==> src/rtl/freq_divider_prog_multi.sv <==
// Multi-channel programmable clock divider with 50% duty for odd and even N.
// Per-channel enable, boundary-safe divisor reload, shared phase re-sync.
module freq_divider_prog_multi #(
    parameter int NCH = 4,
    parameter int W   = 8
) (
    input  logic               clk,
    input  logic               rst,
    input  logic [NCH-1:0]     en,
    input  logic [NCH*W-1:0]   div,
    input  logic               sync,
    output logic [NCH-1:0]     clk_out,
    output logic [NCH-1:0]     tick
);

    logic [NCH-1:0][W-1:0] cnt_q, cnt_d;
    logic [NCH-1:0][W-1:0] cur_div_q, cur_div_d;
    logic [NCH-1:0][W-1:0] div_clamp;
    logic [NCH-1:0]        q_pos_q, q_pos_d;
    logic [NCH-1:0]        q_neg_q, q_neg_d;
    logic [NCH-1:0]        tick_q, tick_d;
    logic [NCH-1:0]        en_q;
    logic [NCH-1:0]        restart;
    logic [NCH-1:0][W-1:0] cnt_inc;

    always_comb begin
        for (int i = 0; i < NCH; i++) begin
            div_clamp[i] = div[i*W +: W];
            if (div[i*W +: W] < W'(2)) begin
                div_clamp[i] = W'(2);
            end
        end
    end

    // start, sync and wrap all collapse to the same reload action
    always_comb begin
        for (int i = 0; i < NCH; i++) begin
            cnt_inc[i] = cnt_q[i] + W'(1);
            restart[i] = (en[i] & ~en_q[i]) | sync
                       | (cnt_q[i] == cur_div_q[i] - W'(1));
            cnt_d[i]     = cnt_q[i];
            cur_div_d[i] = cur_div_q[i];
            q_pos_d[i]   = 1'b0;
            tick_d[i]    = 1'b0;
            if (!en[i]) begin
                cnt_d[i] = '0;
            end else if (restart[i]) begin
                cnt_d[i]     = '0;
                cur_div_d[i] = div_clamp[i];
                q_pos_d[i]   = 1'b1;
                tick_d[i]    = 1'b1;
            end else begin
                cnt_d[i]   = cnt_inc[i];
                q_pos_d[i] = cnt_inc[i] < {1'b0, cur_div_q[i][W-1:1]};
            end
        end
    end

    always_comb begin
        for (int i = 0; i < NCH; i++) begin
            q_neg_d[i] = q_pos_q[i] & cur_div_q[i][0];
        end
    end

    always_ff @(posedge clk or posedge rst) begin
        if (rst) begin
            cnt_q     <= '0;
            cur_div_q <= '0;
            q_pos_q   <= '0;
            tick_q    <= '0;
            en_q      <= '0;
        end else begin
            cnt_q     <= cnt_d;
            cur_div_q <= cur_div_d;
            q_pos_q   <= q_pos_d;
            tick_q    <= tick_d;
            en_q      <= en;
        end
    end

    // half-cycle extension of the high phase for odd divisors
    always_ff @(negedge clk or posedge rst) begin
        if (rst) begin
            q_neg_q <= '0;
        end else begin
            q_neg_q <= q_neg_d;
        end
    end

    assign clk_out = q_pos_q | q_neg_q;
    assign tick    = tick_q;

endmodule

==> config.mk <==
export PLATFORM = sky130hd
export DESIGN_NAME = freq_divider_prog_multi
export DESIGN_NICKNAME = d
export VERILOG_FILES = /design/src/rtl/freq_divider_prog_multi.sv
export SDC_FILE = /design/constraint.sdc
export NUM_CORES = 1
export LEC_CHECK = 0
export CAP_MARGIN = 20
export CORE_MARGIN = 4
export CORE_UTILIZATION = 50
export DETAILED_ROUTE_END_ITERATION = 7
export PLACE_DENSITY = 0.68
export SETUP_SLACK_MARGIN = 0.5
export SLEW_MARGIN = 20
export SYNTH_ARGS = -nofsm -noshare
export SYNTH_HDL_FRONTEND = slang
export SYNTH_SLANG_ARGS = --single-unit
==> constraint.sdc <==
create_clock -name clk -period 4.2 [get_ports clk]
set_input_delay 0.84 -clock clk [delete_from_list [all_inputs] [get_ports clk]]
set_output_delay 0.84 -clock clk [all_outputs]
set_load 0.005 [all_outputs]
run_1/gate_families.png
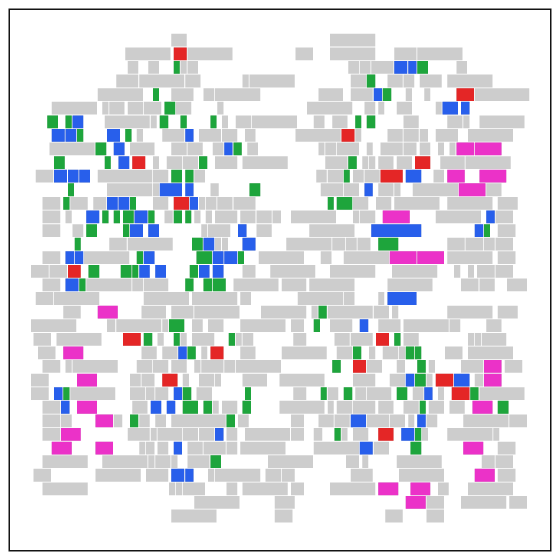
blue -> inverting AOI/OAI gates  # cells 62, most used o21ai_0
green -> NAND gates  # cells 85, most used nand2_1
magenta -> multiplexers  # cells 24, most used mux2_2
red -> AND-OR and OR-AND gates  # cells 16, most used a21o_1

run_1/registers.png
Bar = 20 um.
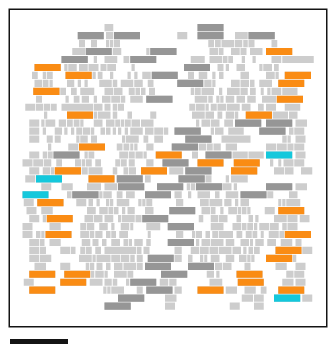
cyan -> `tick`  # placed flops 4
orange -> `cur_div_q`  # placed flops 32, where spread over the die

==> summary.txt, run 1 <==
Vias in the first global route - 4,043
Final setup fails - 0
Crit path DAT - 3.12 ns
Drc violations - 0
YS chip area - 5005 um^2
Top Layout Cells - dfrtp_1 (76), clkdlybuf4s50_1 (42), xnor2_1 (39), inv_1 (36), nand2_1 (36)
GR Overflow Total - 0
Clk latency late pin - 0.37 ns
Die Span Y - 108.0 um
First-pass GRT wire length - 18.61 mm
Row count - 36
Max-cap viol count - 0
Status - completed
Place WS - 0.2198 ns
Yosys stat cell total - 515
Synth flops - 80
PwrDens - 348.7 nW/um^2
I/O Pins - 47
FFs w/ async S/R, synth - 100.0%
Mux area share - 5.700%
Startpoint types - flop
Setup CP Type - reg2out
Post-Synth AOI/OAI Area - 11.10%
CTS tree - done
Post-CTS Setup Bufs - 0
Core Area - 9774 um^2
Adder Area Share - 8.000%
Synth Cell Area - 5005 um^2
Slew Limit Fails - 0
Simple share - 20.25%
Clock tree sinks - 80
Final nets - 634
Floorplan utilization - 51.20%
Worst rel slew slack - 40.79%
Comb area leader - simple AND/OR/NAND/NOR gates
Commonest Layout Cell - dfrtp_1
Lkg Pwr - 2.654 nW
GPL Wtd Cong - 0.8332
Area fraction in xor and xnor cells - 11.03%
Ratio of cells with drive above 1 in the final layout - 10.21%
Die width - 108.0 um
Finished Layout Cells - 701
Crit path DRT - 3.36 ns
Area Growth Syn to Fin - 17.45%
Final Cell Area - 5878 um^2
Initial antenna violation count - 0
Placed Cells - 685
Clock transition at the registers of the reported paths - 0.08 ns
Die area - 11,670 um^2
Pin count of the biggest net entering global routing - 34
Setup TNS Final - 0 ns
Drt pass-1 iters - 4
Reg2Reg Depth - 1
Htree depth - 3
Dominant register cell - dfrtp_1
Crit-path max FO - 1
Ys Warns - 0
Final core occ - 60.14%
Avg Inst Size Synth - 9.718 um^2
Initial DRC count - 142
Final Hold Fails - 0
Clock skew - 0.02319 ns
Type of the tightest min-delay check - reg2reg
Root Buffer - clkbuf_8
Worst Tran Pin Value - 0.8854 ns
Max Root-Sink Buffers - 2
Setup ws final - 0.2426 ns
DP HPWL - 7.965 mm
run_1/final_congestion.png
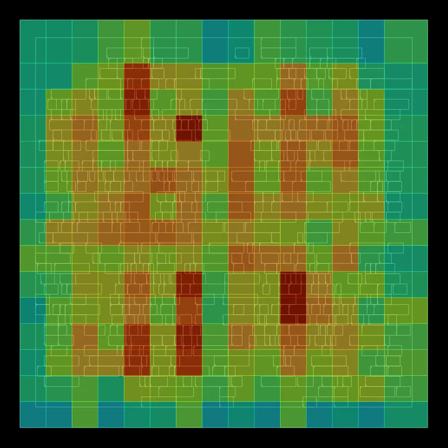
met3 usage: 4.478%
met2 usage: 32.10%
met1 Usage GRT: 26.67%

run_1/metal_stack.png
Only two layers are drawn.
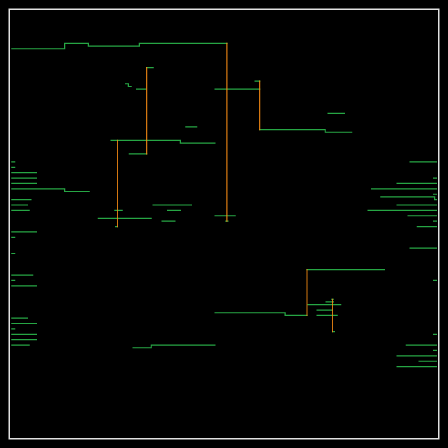
green -> met3  # wire length 489 um
orange -> met4  # wire length 120 um
per-cell routed wire length: 15.10 um
GRT Total Usage: 19.99%
final wirelength: 10.59 mm
Via Count: 3,900

==> run 1: layout make-up <==
| cell class | count | area [um^2] |
|---|---|---|
| Clock buffer | 11 | 141.4 |
| Clock inverter | 5 | 103.9 |
| Fill cell | 863 | 3896 |
| Multi-Input combinational cell | 384 | 2821 |
| Tap cell | 133 | 166.4 |
| Inverter | 38 | 147.6 |
| Sequential cell | 80 | 2002 |
| Timing Repair Buffer | 50 | 495.5 |
==> run 1: synthesized netlist by cell type (all sizes together), types with 6 or more instances <==
cell type,count,area share (%)
and2,7,0.87
nor3b,8,1.2
a21oi,11,1.1
nor2b,17,2.1
nor3,9,0.90
nor2,28,2.1
a21o,6,0.90
clkbuf,11,0.85
ha,32,8.0
xnor2,39,6.8
nand4,11,1.4
mux2,18,4.5
nand3,26,2.6
inv,37,2.8
dfrtp,76,38
mux2i,6,1.2
a31oi,9,1.1
nand2b,6,0.75
nor4,8,1.1
and3,12,1.5
nand2,37,2.9
o211ai,8,1.2
xor2,24,4.2
o21ai,14,1.4
o22ai,8,1.0
==> run 1: through the flow <==
step	hold slack [ns]	power [mW]
after detailed placement	0.5535	1.358
after global routing	0.5861	2.162
after CTS	0.5654	2.072
after floorplan	0.4982	1.214
final	0.5640	2.050
after global placement	0.5282	1.344
==> run 1: final timing paths <==
kind                                           start                        end  slack (ns)
max in group asynchronous                        rst       q_neg_q[3]$_DFF_NP0_        1.08
setup reg to reg            cur_div_q[0]$_DFFE_PP0P_       q_neg_q[0]$_DFF_NP0_        1.27
hold reg to reg            cur_div_q[23]$_DFFE_PP0P_  cur_div_q[23]$_DFFE_PP0P_        0.56
hold / removal             cur_div_q[23]$_DFFE_PP0P_  cur_div_q[23]$_DFFE_PP0P_        0.56
min in group asynchronous                        rst  cur_div_q[31]$_DFFE_PP0P_        0.81
setup / recovery                q_neg_q[0]$_DFF_NP0_                 clk_out[0]        0.24
==> run 1: flip-flops by register name (all words and copies together), names as in the netlist <==
name and count:
cnt_q 32, cur_div_q 32, en_q 4, q_neg_q 4, q_pos_q 4, tick 4
==> run 1: layer usage <==
layer	part of all wire (%)	wire [um]	track usage, %	vias up
li1	-	-	-	1911
met1	47	4972	26.67	1891
met2	47	5004	32.10	84
met3	4.6	488	4.478	14
met4	1.1	120	7.124	0
met5	0	0	0	-
==> run 1: cells by family after synthesis <==
group | count (synthesis)
DFF | 80
muxes | 24
AOI/OAI and AO/OA | 78
adders and majority gates | 32
and+or+nand+nor | 187
buffers and inverters | 51
xor gates and xnor gates | 63
==> run 1: worst max-delay path, cell delays in order (launching register included) <==
cell     delay, ns
dfrtn_1       0.33
or2_4         0.22
buf_6         0.11
==> run 1: what timing repair did <==
| item | 4_1_cts | 5_1_grt |
|---|---|---|
| pin swaps | 3 | 0 |
| setup endpoints to repair | 4 | 4 |
| gates resized | 24 | 0 |
==> run 1: where the power goes <==
part / switching [mW] / leakage [nW] / internal [mW] / total, mW
combinational: 0.217 / 1.53 / 0.217 / 0.433
clock: 0.292 / 0.124 / 0.411 / 0.703
sequential: 0.0815 / 1.00 / 0.832 / 0.914
total: 0.590 / 2.65 / 1.46 / 2.05
## Run 2: what changed since run 1
Settings changed: CTS_BUF_LIST set to sky130_fd_sc_hd__clkbuf_8 sky130_fd_sc_hd__clkbuf_16.
==> summary.txt, run 2 <==
Status - completed
CTS tree - done
Place WS - 0.2198 ns
DP HPWL - 7.965 mm
Final wirelength - 10.56 mm
Lkg Pwr - 2.658 nW
Bufs and invs on worst path - 1
Crit. path cell count - 2
Via Count - 3,876
Post-Synth AOI/OAI Area - 11.10%
Worst Setup EP - clk_out[0]
Yosys stat cell total - 515
Max-cap viol count - 0
Crit-path max FO - 1
Placed Cells - 685
Dominant register cell - dfrtp_1
Top Layout Cells - dfrtp_1 (76), clkdlybuf4s50_1 (42), xnor2_1 (39), inv_1 (37), nand2_1 (36)
Top cell type's share of synthesized area - 38.00%
Setup CP Type - reg2out
Slowest library cell on the worst path - dfrtn_1
Ratio of cells with drive above 1 in the final layout - 10.21%
Die area - 11,670 um^2
Clock skew - 0.02396 ns
GR Overflow Total - 0
Crit path DRT - 3.36 ns
Row count - 36
Type of the tightest min-delay check - reg2reg
I/O Pins - 47
FFs w/ async S/R, synth - 100.0%
Clock tree sinks - 80
Top cells by area, synth - dfrtp_1 (38%), ha_1 (8.0%), xnor2_1 (6.8%), xor2_1 (4.2%), inv_1 (2.8%)
MI comb area - 2821 um^2
Vias in the first global route - 4,043
Reg-to-reg endpoint - q_neg_q[0]$_DFF_NP0_
First-pass GRT wire length - 18.61 mm
Final nets - 634
Drt pass-1 iters - 4
Final setup fails - 0
R2R Path Start - cur_div_q[0]$_DFFE_PP0P_
Floorplan utilization - 51.20%
Root Buffer - clkbuf_8
YS chip area - 5005 um^2
PwrDens - 348.1 nW/um^2
Clock transition at the registers of the reported paths - 0.08 ns
Synth Cell Area - 5005 um^2
Cell type with the largest total area - dfrtp_1
Comb area leader - simple AND/OR/NAND/NOR gates
Core Area - 9774 um^2
Most frequent cells after synthesis - dfrtp_1 (76), xnor2_1 (39), inv_1 (37), nand2_1 (36), ha_1 (32)
Reg2Reg Depth - 1
Critical Path Max Stage Delay - 0.33 ns
Filler cells - 863
Count leader, synth - dfrtp_1
Pin count of the biggest net entering global routing - 34
Max Root-Sink Buffers - 2
Worst rel slew slack - 41.10%
Commonest Layout Cell - dfrtp_1
Setup TNS Final - 0 ns
Drc violations - 0
GPL Wtd Cong - 0.8332
Crit path DAT - 3.11 ns
Adder Area Share - 8.000%
Synth flops - 80
-- run 2: cell counts after synthesis --
Identical to the previous run, type by type.
-- run 2: metal layers --
metal  global-route usage, %  share of wire (%)  vias to the layer above
li1                        -                  -                     1909
met1                   26.67                 47                     1878
met2                   32.10                 47                       78
met3                   4.478                4.5                       11
met4                   7.124                1.3                        0
met5                       0                  0                        -
-- run 2: logic make-up after synthesis --
logic type                 count (synthesis)
and+or+nand+nor                          187
adders and majority gates                 32
muxes                                     24
buffers and inverters                     51
DFF                                       80
AOI/OAI and AO/OA                         78
xor gates and xnor gates                  63
-- run 2: worst min path at each step --
stage,from,cells after the start,endpoint
5_1_grt,cur_div_q[15]$_DFFE_PP0P_,1,cur_div_q[15]$_DFFE_PP0P_
4_1_cts,cnt_q[16]$_DFF_PP0_,1,cnt_q[16]$_DFF_PP0_
2_1_floorplan,cnt_q[16]$_DFF_PP0_,1,cnt_q[16]$_DFF_PP0_
3_3_place_gp,cur_div_q[23]$_DFFE_PP0P_,1,cur_div_q[23]$_DFFE_PP0P_
6_report,cur_div_q[23]$_DFFE_PP0P_,1,cur_div_q[23]$_DFFE_PP0P_
3_5_place_dp,cur_div_q[23]$_DFFE_PP0P_,1,cur_div_q[23]$_DFFE_PP0P_
-- run 2: power breakdown --
part	leakage (nW)	internal [mW]	switching, mW
registers	1.00	0.832	0.0816
logic	1.53	0.217	0.217
clock network	0.128	0.409	0.290
-- run 2: layout make-up --
type                            instances  area share (%)
Clock buffer                           10           2.341
Clock inverter                          6           1.831
Inverter                               38           2.512
Multi-Input combinational cell        384           48.00
Sequential cell                        80           34.06
Tap cell                              133           2.831
Timing Repair Buffer                   50           8.429
-- run 2: metrics by stage --
| step | utilization (%) | hold slack [ns] |
|---|---|---|
| 2_1_floorplan | - | 0.4982 |
| 3_3_place_gp | 57.48 | 0.5282 |
| 3_5_place_dp | 57.48 | 0.5535 |
| 4_1_cts | 60.14 | 0.5654 |
| 5_1_grt | 60.14 | 0.5861 |
| 6_report | 60.14 | 0.5642 |
-- run 2: what timing repair did --
action / CTS / global route
endpoints found under the hold margin: 0 / 0
buffers inserted: 0 / 0
resized: 24 / 0
setup endpoints to repair: 4 / 4
pin swaps: 3 / 0
run_2/final_congestion.png
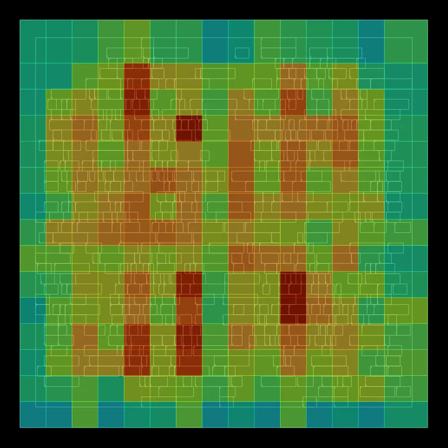
per-cell routed wire length: 15.06 um
most used routing layer: met2
final core occ: 60.14%

run_2/drive_strength.png
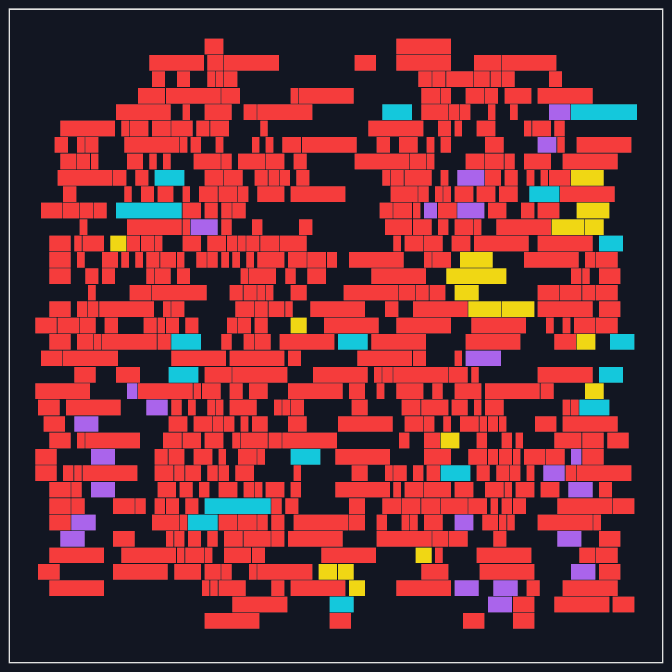
yellow -> drive 3 to 4  # cells 18, most used mux2_4
red -> drive 1 or less  # cells 510, most used dfrtp_1
cyan -> drive 6 and up  # cells 17, most used clkbuf_8
purple -> drive 2  # cells 23, most used mux2_2
Final Cell Area: 5878 um^2
Non-clock buffers: 50
setup ws final: 0.2452 ns
Area Growth Syn to Fin: 17.45%

No activity file was given, so power comes from the tool's default toggle rates.
